**Run 1: cell placement**

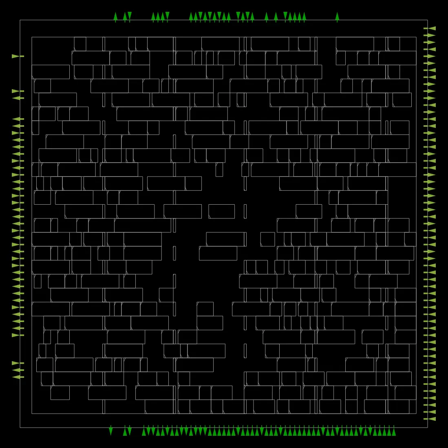
**Run 1: I/O pins on the die edge**

Pins as bars across the die edge, other pins in gray.
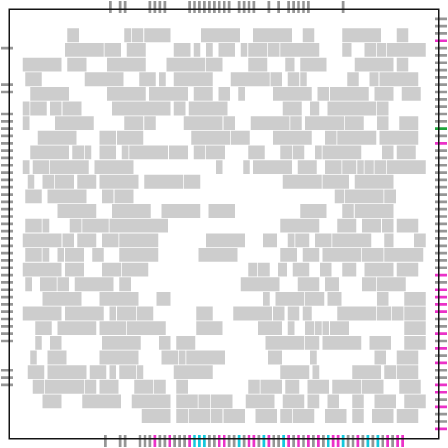
**Run 1: clock wires, drivers and flops**

The bar under the picture is 20 um long.
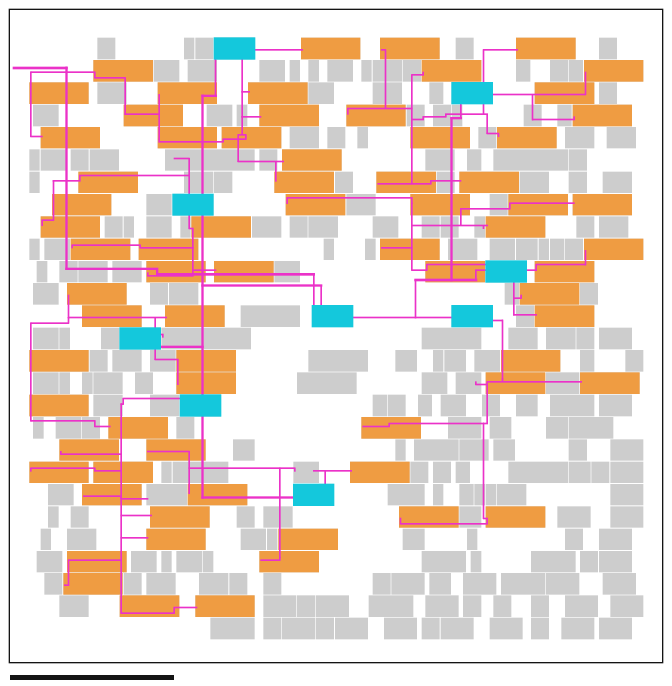
===== src/rtl/rom_arb_pkg.sv =====
// Shared types and constants for the ROM access arbiter.
//   arb_state_e   : IDLE / GNT0 / GNT1, the port granted in the previous cycle
//   PORT_IF/LD    : requester indices (instruction fetch, constant load)
//   DEF_BASE_ADDR : default byte address of ROM word 0
package rom_arb_pkg;

   typedef enum logic [1:0] {
      IDLE = 2'd0,
      GNT0 = 2'd1,
      GNT1 = 2'd2
   } arb_state_e;

   localparam int unsigned PORT_IF = 0;
   localparam int unsigned PORT_LD = 1;

   localparam logic [31:0] DEF_BASE_ADDR = 32'h0040_0000;

endpackage


===== src/rtl/rom_addr_xlate.sv =====
// Byte address to ROM word index translation with range/alignment fault.
//   i_addr  : byte address of the granted request
//   o_index : (i_addr - BASE_ADDR) >> 2, truncated to ADDR_WIDTH
//   o_fault : misaligned, or offset outside the 4*2**ADDR_WIDTH byte window
module rom_addr_xlate
   import rom_arb_pkg::*;
#(
   parameter int unsigned ADDR_WIDTH = 10,
   parameter logic [31:0] BASE_ADDR  = DEF_BASE_ADDR
) (
   input  logic [31:0]           i_addr,
   output logic [ADDR_WIDTH-1:0] o_index,
   output logic                  o_fault
);

   // Byte window size held in 64 bits so large ADDR_WIDTH values cannot overflow.
   localparam logic [63:0] LIMIT = 64'd4 << ADDR_WIDTH;

   logic [31:0] w_off;

   // Addresses below BASE_ADDR wrap to a huge offset and land in the fault range.
   assign w_off   = i_addr - BASE_ADDR;
   assign o_index = w_off[ADDR_WIDTH+1:2];
   assign o_fault = (i_addr[1:0] != 2'b00) || ({32'd0, w_off} >= LIMIT);

endmodule


===== src/rtl/rom_access_arbiter.sv =====
// Two-port arbiter in front of the single-port asynchronous-read program ROM.
//   clk, rst                 : clock, synchronous active-high reset
//   req0_* / resp0_*         : instruction-fetch port (default priority)
//   req1_* / resp1_*         : constant-load port (anti-starvation override)
//   req*_ready               : combinational grant for this cycle
//   resp*_valid/_data/_err   : one-cycle-latency registered response
//   rom_addr / rom_rd        : ROM word index out, combinational read data in
// Optional build macro ROM_ACCESS_STATS_EN adds gnt0_cnt / gnt1_cnt outputs
// and an internal stall counter.
module rom_access_arbiter
   import rom_arb_pkg::*;
#(
   parameter int unsigned DATA_WIDTH = 32,
   parameter int unsigned ADDR_WIDTH = 10,
   parameter logic [31:0] BASE_ADDR  = DEF_BASE_ADDR,
   parameter int unsigned MAX_WAIT   = 4
) (
   input  logic                  clk,
   input  logic                  rst,
   input  logic                  req0_valid,
   input  logic [31:0]           req0_addr,
   output logic                  req0_ready,
   output logic                  resp0_valid,
   output logic [DATA_WIDTH-1:0] resp0_data,
   output logic                  resp0_err,
   input  logic                  req1_valid,
   input  logic [31:0]           req1_addr,
   output logic                  req1_ready,
   output logic                  resp1_valid,
   output logic [DATA_WIDTH-1:0] resp1_data,
   output logic                  resp1_err,
   output logic [ADDR_WIDTH-1:0] rom_addr,
   input  logic [DATA_WIDTH-1:0] rom_rd
`ifdef ROM_ACCESS_STATS_EN
   ,
   output logic [31:0]           gnt0_cnt,
   output logic [31:0]           gnt1_cnt
`endif
);

   localparam int unsigned WAIT_W = (MAX_WAIT < 1) ? 1 : $clog2(MAX_WAIT + 1);

   logic [1:0]            w_req;
   logic [1:0]            w_gnt;
   logic                  w_force_ld;
   logic [31:0]           w_gnt_addr;
   logic [ADDR_WIDTH-1:0] w_index;
   logic                  w_fault;
   logic [DATA_WIDTH-1:0] w_rd_data;
   logic [WAIT_W-1:0]     r_wait_cnt;
   logic [WAIT_W-1:0]     w_wait_nxt;
   arb_state_e            r_state;
   arb_state_e            w_state_nxt;
   logic [DATA_WIDTH-1:0] r_resp0_data;
   logic [DATA_WIDTH-1:0] r_resp1_data;
   logic                  r_resp0_err;
   logic                  r_resp1_err;

   assign w_req[PORT_IF] = req0_valid;
   assign w_req[PORT_LD] = req1_valid;

   // Port 1 has waited long enough and must win over port 0.
   assign w_force_ld = w_req[PORT_LD] && (r_wait_cnt == WAIT_W'(MAX_WAIT));

   // Grant: fixed priority to port 0 unless the starvation override fires.
   always_comb begin
      w_gnt = 2'b00;
      if (!rst) begin
         if (w_force_ld) begin
            w_gnt[PORT_LD] = 1'b1;
         end else if (w_req[PORT_IF]) begin
            w_gnt[PORT_IF] = 1'b1;
         end else if (w_req[PORT_LD]) begin
            w_gnt[PORT_LD] = 1'b1;
         end
      end
   end

   assign req0_ready = w_gnt[PORT_IF];
   assign req1_ready = w_gnt[PORT_LD];
   assign w_gnt_addr = w_gnt[PORT_LD] ? req1_addr : req0_addr;

   rom_addr_xlate #(
      .ADDR_WIDTH (ADDR_WIDTH),
      .BASE_ADDR  (BASE_ADDR)
   ) u_xlate (
      .i_addr  (w_gnt_addr),
      .o_index (w_index),
      .o_fault (w_fault)
   );

   assign rom_addr  = (|w_gnt) ? w_index : '0;
   assign w_rd_data = w_fault ? '0 : rom_rd;

   // Wait counter: counts consecutive denied port 1 cycles, saturating.
   always_comb begin
      w_wait_nxt = '0;
      if (w_req[PORT_LD] && !w_gnt[PORT_LD]) begin
         w_wait_nxt = (r_wait_cnt == WAIT_W'(MAX_WAIT)) ? r_wait_cnt
                                                        : r_wait_cnt + WAIT_W'(1);
      end
   end

   // Next state records which port is granted now, i.e. which answers next cycle.
   always_comb begin
      w_state_nxt = IDLE;
      if (w_gnt[PORT_IF]) begin
         w_state_nxt = GNT0;
      end else if (w_gnt[PORT_LD]) begin
         w_state_nxt = GNT1;
      end
   end

   // State, wait counter and response registers.
   always_ff @(posedge clk) begin
      if (rst) begin
         r_state      <= IDLE;
         r_wait_cnt   <= '0;
         r_resp0_data <= '0;
         r_resp0_err  <= 1'b0;
         r_resp1_data <= '0;
         r_resp1_err  <= 1'b0;
      end else begin
         r_state    <= w_state_nxt;
         r_wait_cnt <= w_wait_nxt;
         if (w_gnt[PORT_IF]) begin
            r_resp0_data <= w_rd_data;
            r_resp0_err  <= w_fault;
         end
         if (w_gnt[PORT_LD]) begin
            r_resp1_data <= w_rd_data;
            r_resp1_err  <= w_fault;
         end
      end
   end

   assign resp0_valid = (r_state == GNT0);
   assign resp1_valid = (r_state == GNT1);
   assign resp0_data  = r_resp0_data;
   assign resp0_err   = r_resp0_err;
   assign resp1_data  = r_resp1_data;
   assign resp1_err   = r_resp1_err;

`ifdef ROM_ACCESS_STATS_EN
   logic [31:0] r_gnt0_cnt;
   logic [31:0] r_gnt1_cnt;
   logic [31:0] r_stall_cnt;
   logic        w_stall;

   assign w_stall = (req0_valid && !w_gnt[PORT_IF]) || (req1_valid && !w_gnt[PORT_LD]);

   // Grant and stall statistics, wrapping modulo 2**32.
   always_ff @(posedge clk) begin
      if (rst) begin
         r_gnt0_cnt  <= '0;
         r_gnt1_cnt  <= '0;
         r_stall_cnt <= '0;
      end else begin
         if (w_gnt[PORT_IF]) r_gnt0_cnt <= r_gnt0_cnt + 32'd1;
         if (w_gnt[PORT_LD]) r_gnt1_cnt <= r_gnt1_cnt + 32'd1;
         if (w_stall)        r_stall_cnt <= r_stall_cnt + 32'd1;
      end
   end

   assign gnt0_cnt = r_gnt0_cnt;
   assign gnt1_cnt = r_gnt1_cnt;
`else
   // Statistics disabled: no counters are built.
`endif

endmodule

===== config.mk =====
export PLATFORM = sky130hd
export DESIGN_NAME = rom_access_arbiter
export DESIGN_NICKNAME = d
export VERILOG_FILES = /design/src/rtl/rom_arb_pkg.sv /design/src/rtl/rom_addr_xlate.sv /design/src/rtl/rom_access_arbiter.sv
export SDC_FILE = /design/constraint.sdc
export NUM_CORES = 1
export LEC_CHECK = 0
export CORE_MARGIN = 2
export CORE_UTILIZATION = 56
export DETAILED_ROUTE_END_ITERATION = 7
export DONT_BUFFER_PORTS = 1
export PLACE_DENSITY = 0.71
export SLEW_MARGIN = 20
export SYNTH_ARGS = -nofsm -noshare
export SYNTH_HDL_FRONTEND = slang
export SYNTH_HIERARCHICAL = 1
export SYNTH_SLANG_ARGS = --single-unit

===== constraint.sdc =====
create_clock -name clk -period 3.4 [get_ports clk]
set_clock_uncertainty 0.1 [all_clocks]
set_input_delay 0.51 -clock clk [delete_from_list [all_inputs] [get_ports clk]]
set_output_delay 0.51 -clock clk [all_outputs]
set_load 0.005 [all_outputs]

==> flow_summary.yaml, run 1 <==
# generated from flow reports
cts:
  cts.root.buffer_cell: "sky130_fd_sc_hd__clkbuf_8"
  clock-sinks: 71
  cts-buffers-inserted: 9
  worst_setup_hold_path_clk_slew_ns: 0.08
  post_cts_hold_buffer_count: 0
  cts_htree_levels: 3
sta:
  hold_ws_ns: 0.219
  clock.fmax_ghz: 0.310
  tns_ns: 0
  max_slew.worst_pin.slew_ns: 0.856
  setup_viol: 0
  slew_headroom_pct: 42.9
  final_hold_viol_count: 0
  final-max-slew-violation-count: 0
  layout_min_cycle_time_ns: 3.23
critical_path:
  path_class: "reg2reg"
  worst_ep_required_time_ns: 3.57
  setup.worst_path.start_class: "flop"
  crit_fanout: 13
  worstPathArrival_ns: 3.40
cells_and_area:
  finalCoreUtilization_pct: 63.9
  antenna_cells_inserted: 0
  final_design_area_no_fill_sq_um: 3520
  layout.cells.non_filler: 378
synthesis:
  syn-cell-area_sq_um: 3190
  enable_flop_cells: 0
  synth_area_per_cell_sq_um: 10.3
  synth.distinct_cells: 29
  synth_flops: 71
  ys_cells: 311
  synth.area.top_cells: "sky130_fd_sc_hd__dfxtp_1 45%, sky130_fd_sc_hd__mux2_2 9.2%, sky130_fd_sc_hd__mux2i_1 7.5%, sky130_fd_sc_hd__o2bb2ai_1 6.3%, sky130_fd_sc_hd__nand2b_1 6.3%"
  synth_dominant_cell_count: "sky130_fd_sc_hd__dfxtp_1"
  synth.net_count: 413
  main_flop_type_after_synthesis: "sky130_fd_sc_hd__dfxtp_1"
  cells_after_synth: 311
  warnings_synthesis: 6
detailed_routing:
  detailroute.via_count: 2257
  total_wire_length_after_detailed_routing_um: 7190
  drtAntennaViolNets: 0
pwr:
  vdd_drop_max_uv: 405
  total_leakage_power_nw: 1.21
  combinationalPowerShare_pct: 6.1
  leading_power_group: "registers"
  pg_comb_mw: 0.103
  clockPowerShare_pct: 44.3
  power.sequential.total_mw: 0.837
outcome:
  result_of_the_run: "finished, final reports clean"
global_route:
  grt_pass1_vias: 2190
  grt_start_max_net_pins: 39
  grt.total_usage_pct: 22.1
die:
  die_h_um: 79.5
  floorplan.core_area_sq_um: 5510
worst_hold_path:
  hp-class: "in2reg"
placement:
  placed_area_sq_um: 3220
  post-place-cells: 360
-- 'cell placement' (at the start) --
Fillers: 460
proportion of cell area occupied by registers: 40.4%

-- 'I/O pins on the die edge' (at the start) --
`req0_ready` -> green  # pins 1, direction output, edge right
`rom_addr` -> cyan  # pins 10, direction output, edge bottom
`req0_addr` -> magenta  # pins 32, direction input, edge 18 bottom, 14 right
all pins by edge = 57 bottom, 57 right, 38 left, 28 top

-- 'clock wires, drivers and flops' (at the start) --
clock drivers -> cyan  # count 9
flip-flops -> orange  # count 71
clock wires -> magenta  # length 810 um
routed clock nets = 10
flops lie = widely spread

-- run 1: layout make-up --
cell class	count	area, sq um	area share (%)
flip-flops and latches	71	1420	40.4
clock inverters	4	77.6	2.20
inverters	6	27.5	0.782
repair buffers	13	178	5.05
multi-input cells	200	1580	44.9
well taps	72	90.1	2.56
clock buffers	12	145	4.13
-- run 1: cell usage in the layout (no fill, tap or decap), types with 3 or more instances in the layout --
cell,Yosys,routed
sky130_fd_sc_hd__buf_12,0,5
sky130_fd_sc_hd__clkbuf_8,0,10
sky130_fd_sc_hd__and2_1,14,13
sky130_fd_sc_hd__buf_4,10,7
sky130_fd_sc_hd__nand2b_1,32,32
sky130_fd_sc_hd__nand2_1,23,23
sky130_fd_sc_hd__mux2_4,6,6
sky130_fd_sc_hd__nor4_1,3,3
sky130_fd_sc_hd__nand4_1,9,9
sky130_fd_sc_hd__dfxtp_1,71,71
sky130_fd_sc_hd__mux2_2,26,26
sky130_fd_sc_hd__o2bb2ai_1,23,23
sky130_fd_sc_hd__nor2b_1,3,3
sky130_fd_sc_hd__o21ai_0,9,9
sky130_fd_sc_hd__a32o_1,9,9
sky130_fd_sc_hd__nor2_1,4,4
sky130_fd_sc_hd__mux2i_1,24,24
sky130_fd_sc_hd__inv_1,6,5
-- run 1: path summary, 6_finish.rpt --
path                                                 start                     endpoint  slack, ns  cells after the start
worst max-delay path            r_wait_cnt[0]$_SDFFE_PP0P_  resp1_data[19]$_SDFFE_PP0N_       0.17                     13
worst min-delay path                             rom_rd[8]   resp1_data[8]$_SDFFE_PP0N_       0.22                      1
worst max register to register  r_wait_cnt[0]$_SDFFE_PP0P_  resp1_data[19]$_SDFFE_PP0N_       0.17                     13
worst min register to register  resp0_data[6]$_SDFFE_PP0P_   resp0_data[6]$_SDFFE_PP0P_       0.39                      1
-- run 1: layer usage --
layer	wire [um]	up-vias	share of wire, %	track usage (%)
li1	-	1074	-	-
met1	2800	1040	39	24.7
met2	3410	131	47	35.9
met3	844	12	12	10.7
met4	136	0	1.9	9.31
met5	0	-	0	0
-- run 1: cell families (layout without fill, tap and decap cells) --
group	count (synthesis)	after routing	share of synthesized area [%]
flops	71	71	44.5
mux	56	56	19.5
buf+inv	40	35	6.55
compound gates	47	47	12.0
simple gates	95	95	16.7
fa+ha+maj	2	2	0.784
-- run 1: critical path: stages, from the launching register on --
cell                        delay (ns)
sky130_fd_sc_hd__dfxtp_1          0.33
sky130_fd_sc_hd__inv_1            0.05
sky130_fd_sc_hd__ha_2             0.20
sky130_fd_sc_hd__a21bo_1          0.20
sky130_fd_sc_hd__and2_2           0.23
sky130_fd_sc_hd__buf_12           0.16
sky130_fd_sc_hd__mux2_4           0.29
sky130_fd_sc_hd__or4_1            0.52
sky130_fd_sc_hd__or4_4            0.57
sky130_fd_sc_hd__inv_6            0.11
sky130_fd_sc_hd__buf_12           0.10
sky130_fd_sc_hd__clkbuf_16        0.14
sky130_fd_sc_hd__nand4_1          0.09
sky130_fd_sc_hd__o21ai_0          0.08
-- run 1: state kept, by name (all words and copies together), names as in the netlist --
register	count
resp0_data	32
r_state	2
resp1_data	32
resp1_err	1
r_wait_cnt	3
resp0_err	1
**Run 1: wiring by layer**

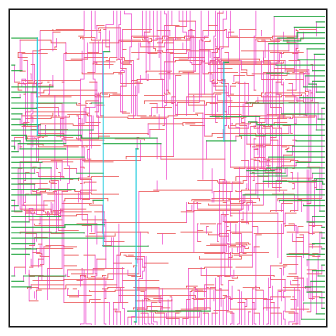

--- run 2 (diff from run 1) ---
- GPL_TIMING_DRIVEN: unset -> 0
**Run 2: wiring by layer**

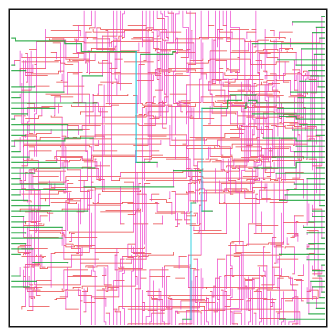
metal 4 -> cyan  # wire length 83.0 um
metal 1 -> red  # wire length 3010 um
metal 3 -> green  # wire length 773 um
metal 2 -> magenta  # wire length 3910 um

==> run 2 against run 1 <==
- area after synthesis did not move
- sequential cell count is the same
- largest cell class unchanged
- highest routed layer unchanged
- synthesized cell count unchanged
- critical endpoint is now resp1_data[7]$_SDFFE_PP0N_
==> flow_summary.yaml, run 2 <==
# generated from flow reports
outcome:
  result_of_the_run: "finished, final reports clean"
detailed_routing:
  drtAntennaViolNets: 0
  met2_length_um: 3910
  detailroute.wirelength.met3_um: 772
  dr.max_layer_used: "met4"
  detailroute.via_count: 2391
  wl_met1_um: 3010
  total_wire_length_after_detailed_routing_um: 7780
global_route:
  grt_start_max_net_pins: 13
  grt.total_usage_pct: 24.6
  grt_pass1_vias: 2447
sta:
  final-max-slew-violation-count: 0
  hold_ws_ns: 0.224
  max_slew.worst_pin.slew_ns: 0.539
  slew_headroom_pct: 64.1
  setup_viol: 0
  final_hold_viol_count: 0
  layout_min_cycle_time_ns: 3.25
  clock.fmax_ghz: 0.307
synthesis:
  warnings_synthesis: 6
  synth.distinct_cells: 29
  ys_cells: 311
  cells_after_synth: 311
  synth_flops: 71
  top_area_cell: "sky130_fd_sc_hd__dfxtp_1"
  synth.net_count: 413
  synth.area.top_cells: "sky130_fd_sc_hd__dfxtp_1 45%, sky130_fd_sc_hd__mux2_2 9.2%, sky130_fd_sc_hd__mux2i_1 7.5%, sky130_fd_sc_hd__o2bb2ai_1 6.3%, sky130_fd_sc_hd__nand2b_1 6.3%"
  syn-cell-area_sq_um: 3190
  main_flop_type_after_synthesis: "sky130_fd_sc_hd__dfxtp_1"
  synth_area_per_cell_sq_um: 10.3
  synth_dominant_cell_count: "sky130_fd_sc_hd__dfxtp_1"
cts:
  cts_htree_levels: 3
  cts-buffers-inserted: 9
  clock-sinks: 71
  post_cts_hold_buffer_count: 0
  cts.root.buffer_cell: "sky130_fd_sc_hd__clkbuf_8"
  worst_setup_hold_path_clk_slew_ns: 0.08
placement:
  port-buffer-count: 0
  placed_area_sq_um: 3280
  post-place-cells: 383
critical_path:
  crit_fanout: 10
  path_class: "reg2reg"
  worstPathArrival_ns: 3.41
  worst_ep_required_time_ns: 3.55
  setup.worst_path.start_class: "flop"
cells_and_area:
  layout.cells.non_filler: 404
  final_design_area_no_fill_sq_um: 3640
  finalCoreUtilization_pct: 66.0
  fill_cells: 464
  lay_top_cells: "70 x sky130_fd_sc_hd__dfxtp_1, 32 x sky130_fd_sc_hd__nand2b_1, 26 x sky130_fd_sc_hd__mux2_2"
  mostFrequentLayoutCell: "sky130_fd_sc_hd__dfxtp_1"
  antenna_cells_inserted: 0
die:
  die_h_um: 79.5
  ios: 180
  floorplan.core_area_sq_um: 5510
pwr:
  vdd_drop_max_uv: 401
  total_leakage_power_nw: 1.29
worst_hold_path:
  hp-class: "in2reg"
**Run 2: clock wires, drivers and flops**

The bar under the picture is 20 um long.
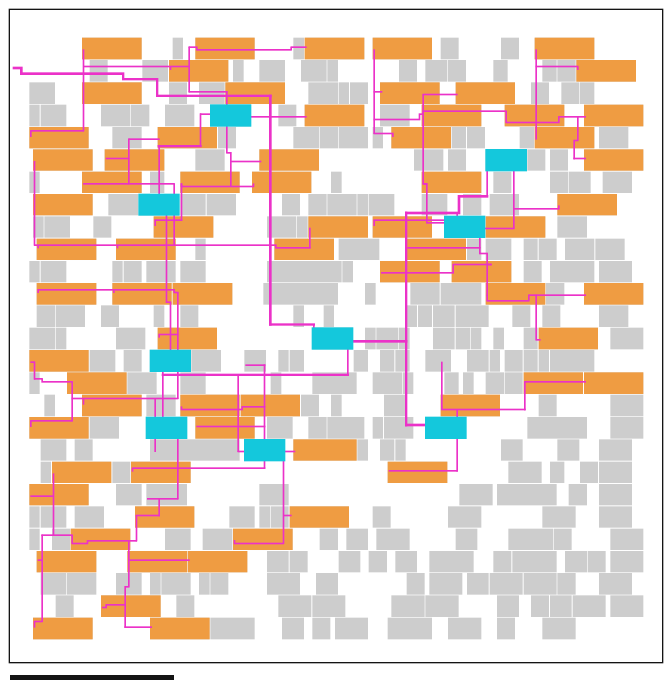
clock drivers -> cyan  # count 9
clock wires -> magenta  # length 835 um
flip-flops -> orange  # count 71
flops lie = widely spread

## run 2: kinds of logic after synthesis
group / Yosys count / share of synthesized area [%]
AND-OR/OR-AND: 47 / 12.0
adder cells (fa/ha/maj): 2 / 0.784
buffers and inverters: 40 / 6.55
flip-flops: 71 / 44.5
multiplexers: 56 / 19.5
AND/OR/NAND/NOR: 95 / 16.7
## run 2: layer usage
layer | vias up | GRT usage, %
met5 | - | 0
li1 | 1125 | -
met1 | 1143 | 27.3
met3 | 7 | 9.95
met4 | 0 | 8.62
met2 | 116 | 42.3
## run 2: per-stage QoR
stage / setup TNS (ns) / power, mW
after floorplan: 0 / 0.954
after global placement: -23.96 / 0.974
after detailed placement: -26.36 / 0.976
after CTS: 0 / 1.64
after global routing: 0 / 1.69
final: 0 / 1.63
## run 2: final timing paths
kind              cells after the start  slack [ns]                           to                        start
setup / recovery                     13        0.15   resp1_data[7]$_SDFFE_PP0N_   r_wait_cnt[0]$_SDFFE_PP0P_
hold / removal                        1        0.22   resp1_data[8]$_SDFFE_PP0N_                    rom_rd[8]
setup reg to reg                     13        0.15   resp1_data[7]$_SDFFE_PP0N_   r_wait_cnt[0]$_SDFFE_PP0P_
hold reg to reg                       1        0.39  resp0_data[20]$_SDFFE_PP0P_  resp0_data[20]$_SDFFE_PP0P_
## run 2: what timing repair did
action | in CTS | in global routing
endpoints found under the setup margin | 63 | 65
gates resized | 21 | 5
cloned | 1 | 0
pin swaps | 2 | 2
buffers inserted | 6 | 0
## run 2: critical path, stage by stage (launching register included)
cell and delay [ns]:
sky130_fd_sc_hd__dfxtp_2 0.33, sky130_fd_sc_hd__inv_1 0.05, sky130_fd_sc_hd__ha_2 0.20, sky130_fd_sc_hd__a21bo_1 0.19
sky130_fd_sc_hd__and2_1 0.19, sky130_fd_sc_hd__buf_6 0.14, sky130_fd_sc_hd__buf_12 0.15, sky130_fd_sc_hd__mux2_4 0.29
sky130_fd_sc_hd__or4_4 0.51, sky130_fd_sc_hd__or4_4 0.54, sky130_fd_sc_hd__inv_8 0.11, sky130_fd_sc_hd__clkbuf_8 0.16
sky130_fd_sc_hd__nand2_1 0.07, sky130_fd_sc_hd__mux2i_1 0.16
## run 2: where the power goes
part	internal (mW)	switching (mW)
clock	0.355	0.310
sequential	0.834	0.00246
combinational	0.0674	0.0582
total	1.26	0.371
## run 2: final cells by class
type                    instances  area [sq um]  area share [%]
inverters                       6          30.0           0.826
flip-flops and latches         71          1420            39.1
well taps                      72          90.1            2.48
multi-input cells             200          1580            43.4
repair buffers                  7          65.1            1.79
plain buffers                  33           256            7.05
clock buffers                  10           138            3.79
clock inverters                 5          56.3            1.55
**Run 2: I/O pins on the die edge**

Pins as bars across the die edge, other pins in gray.
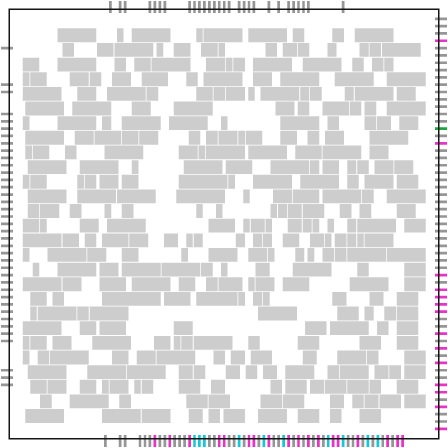

--- run 3 (diff from run 2) ---
- CORE_AREA: unset -> 2 2 70 72
- CORE_MARGIN: 2 -> unset
- CORE_UTILIZATION: 56 -> unset
- DIE_AREA: unset -> 0 0 72 74
- PLACE_DENSITY: 0.71 -> 0.69
- SYNTH_HIERARCHICAL: 1 -> unset
**Run 3: I/O pins on the die edge**

Pins as bars across the die edge, other pins in gray.
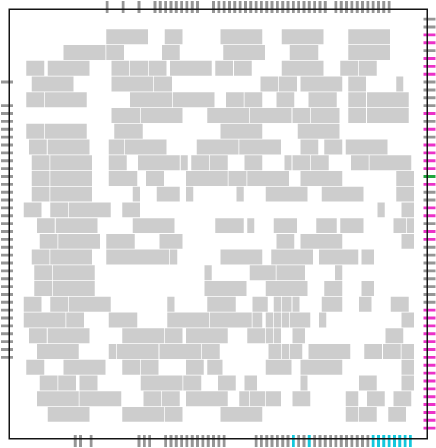
`rom_addr` -> cyan  # pins 10, direction output, edge bottom
`req0_ready` -> green  # pins 1, direction output, edge right
`req0_addr` -> magenta  # pins 32, direction input, edge right
all pins by edge = 53 right, 48 bottom, 45 top, 34 left

**Run 3: clock wires, drivers and flops**

The bar under the picture is 20 um long.
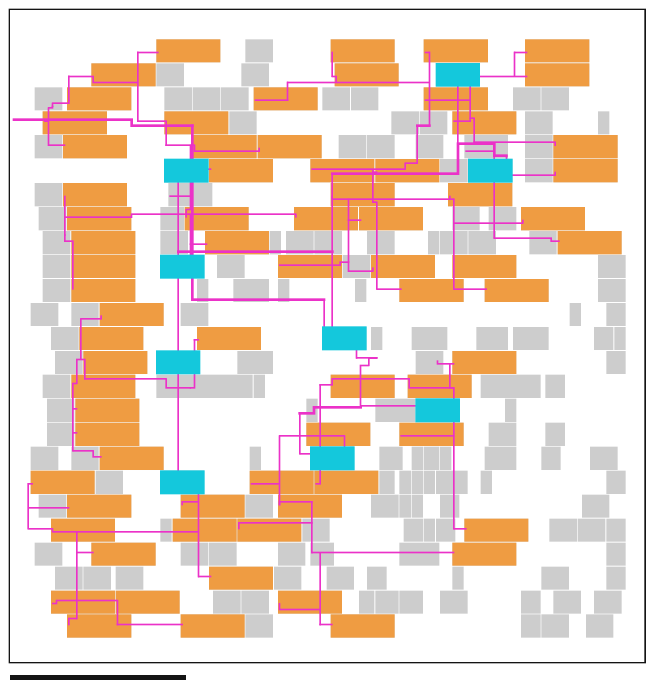
clock drivers -> cyan  # count 9
flip-flops -> orange  # count 71
clock wires -> magenta  # length 760 um
flops lie = widely spread

==> run 3 against run 2 <==
- die size down 16%
- utilization down 6.7 points
- power down 3.9%
- global-route usage up 1.1 points
- clock power up 3%
- register-to-register slack better by 0.95 ns
- critical endpoint is now rom_addr[8]
- highest routed layer unchanged
==> flow_summary.yaml, run 3 <==
# generated from flow reports
synthesis:
  synth.net_count: 306
  synth_flops: 71
  synth.distinct_cells: 27
  synth_area_per_cell_sq_um: 12.0
  top_area_cell: "sky130_fd_sc_hd__dfxtp_1"
  enable_flop_cells: 0
  syn-cell-area_sq_um: 2450
  warnings_synthesis: 0
  synth.area.top_cells: "sky130_fd_sc_hd__dfxtp_1 58%, sky130_fd_sc_hd__a22o_1 26%, sky130_fd_sc_hd__nor4_1 2.0%, sky130_fd_sc_hd__clkbuf_1 1.7%, sky130_fd_sc_hd__buf_6 1.4%"
sta:
  final-max-slew-violation-count: 0
  clock.fmax_ghz: 0.376
  tns_ns: 0
  slew_headroom_pct: 63.7
  final_hold_viol_count: 0
  layout_min_cycle_time_ns: 2.66
  setup_viol: 0
  max_slew.worst_pin.slew_ns: 0.544
pwr:
  vdd_drop_max_uv: 363
  seq_power_share_pct: 53.5
  cell_internal_pwr_mw: 1.23
  clockPowerShare_pct: 43.6
  power_switching_mw: 0.334
  combinationalPowerShare_pct: 2.9
  total_leakage_power_nw: 1.04
cts:
  cts-buffers-inserted: 9
  cts.root.buffer_cell: "sky130_fd_sc_hd__clkbuf_8"
  cts_htree_levels: 3
  post_cts_resized: 0
  worst_setup_hold_path_clk_slew_ns: 0.08
  post_cts_hold_buffer_count: 0
  clock-sinks: 71
critical_path:
  path_class: "reg2out"
  crit_fanout: 10
  worst_ep_required_time_ns: 2.79
  setup.worst_path.start_class: "flop"
global_route:
  grt.total_usage_pct: 25.7
  grt_pass1_vias: 1914
placement:
  port-buffer-count: 0
  post-place-cells: 258
detailed_routing:
  met2_length_um: 3860
  dr.max_layer_used: "met4"
  detailroute.via_count: 1840
  total_wire_length_after_detailed_routing_um: 7030
  detailroute.wirelength.met3_um: 605
die:
  die_h_um: 74
  ios: 180
cells_and_area:
  lay_top_cells: "74 x sky130_fd_sc_hd__a22o_1, 71 x sky130_fd_sc_hd__dfxtp_1, 12 x sky130_fd_sc_hd__clkbuf_1"
  mostFrequentLayoutCell: "sky130_fd_sc_hd__a22o_1"
  layout.cells.non_filler: 275
  fill_cells: 390
outcome:
  result_of_the_run: "finished, final reports clean"
==> run 3: cell types whose count changed after synthesis, moves of 8 or more <==
cell	before	now
sky130_fd_sc_hd__a22o_1	1	74
sky130_fd_sc_hd__nand2b_1	32	1
sky130_fd_sc_hd__mux2_2	26	0
sky130_fd_sc_hd__mux2i_1	24	1
sky130_fd_sc_hd__o2bb2ai_1	23	0
sky130_fd_sc_hd__nand2_1	23	3
sky130_fd_sc_hd__and2_1	14	2
sky130_fd_sc_hd__buf_4	10	0
sky130_fd_sc_hd__o21ai_0	9	0
sky130_fd_sc_hd__a32o_1	9	1
==> run 3: per-stage QoR <==
stage | setup slack [ns] | utilization [%] | instance area, sq um
6_report | 0.739 | 59.3 | 2730
5_1_grt | 0.594 | 59.3 | 2730
4_1_cts | 0.728 | 59.2 | 2720
3_5_place_dp | 1.05 | 54.7 | 2510
3_3_place_gp | 1.14 | 54.7 | 2510
2_1_floorplan | 1.40 | - | 2450
==> run 3: logic make-up (layout without fill, tap and decap cells) <==
kind of cell / after synthesis / after routing / synth area share, %
simple gates: 33 / 33 / 8.44
buf+inv: 18 / 34 / 3.68
other cells: 0 / 1 / 0
flops: 71 / 71 / 58.1
mux: 1 / 1 / 0.409
compound gates: 79 / 79 / 28.4
fa+ha+maj: 2 / 2 / 1.02
==> run 3: cell type report <==
cell class	count	area [sq um]	area share, %
clock inverters	4	53.8	1.97
flip-flops and latches	71	1420	52.1
well taps	54	67.6	2.48
multi-input cells	115	936	34.3
plain buffers	14	75.1	2.75
inverters	4	15.0	0.551
diodes	1	2.50	0.0918
clock buffers	12	155	5.69
==> run 3: power by group through the flow <==
stage	sequential, mW	clock (mW)	combinational, mW
after floorplan	0.856	0	0.0347
after global placement	0.856	0	0.0437
final	0.837	0.682	0.0452
after detailed placement	0.857	0	0.0455
after CTS	0.837	0.693	0.0456
after global routing	0.837	0.730	0.0497
==> run 3: critical path: stages, from the launching register on <==
cell                       delay [ns]
sky130_fd_sc_hd__dfxtp_1         0.34
sky130_fd_sc_hd__inv_1           0.08
sky130_fd_sc_hd__ha_1            0.19
sky130_fd_sc_hd__nand2_1         0.10
sky130_fd_sc_hd__a21o_1          0.29
sky130_fd_sc_hd__inv_2           0.11
sky130_fd_sc_hd__clkbuf_1        0.39
sky130_fd_sc_hd__a22o_1          0.24
==> run 3: final timing paths <==
kind	from	end	slack, ns	depth (start not counted)
min	rom_rd[9]	resp0_data[9]$_SDFFE_PP0P_	0.19	1
max	r_wait_cnt[0]$_SDFFE_PP0P_	rom_addr[8]	0.74	7
min reg2reg	r_wait_cnt[0]$_SDFFE_PP0P_	r_wait_cnt[0]$_SDFFE_PP0P_	0.39	1
max reg2reg	r_wait_cnt[0]$_SDFFE_PP0P_	resp1_data[20]$_SDFFE_PP0N_	1.10	7
==> run 3: per-layer routing <==
layer / vias up / track usage (%)
li1: 816 / -
met2: 127 / 46.1
met3: 14 / 10.2
met4: 0 / 15.9
met5: - / 0
met1: 883 / 24.8
No activity file was given, so power comes from the tool's default toggle rates.
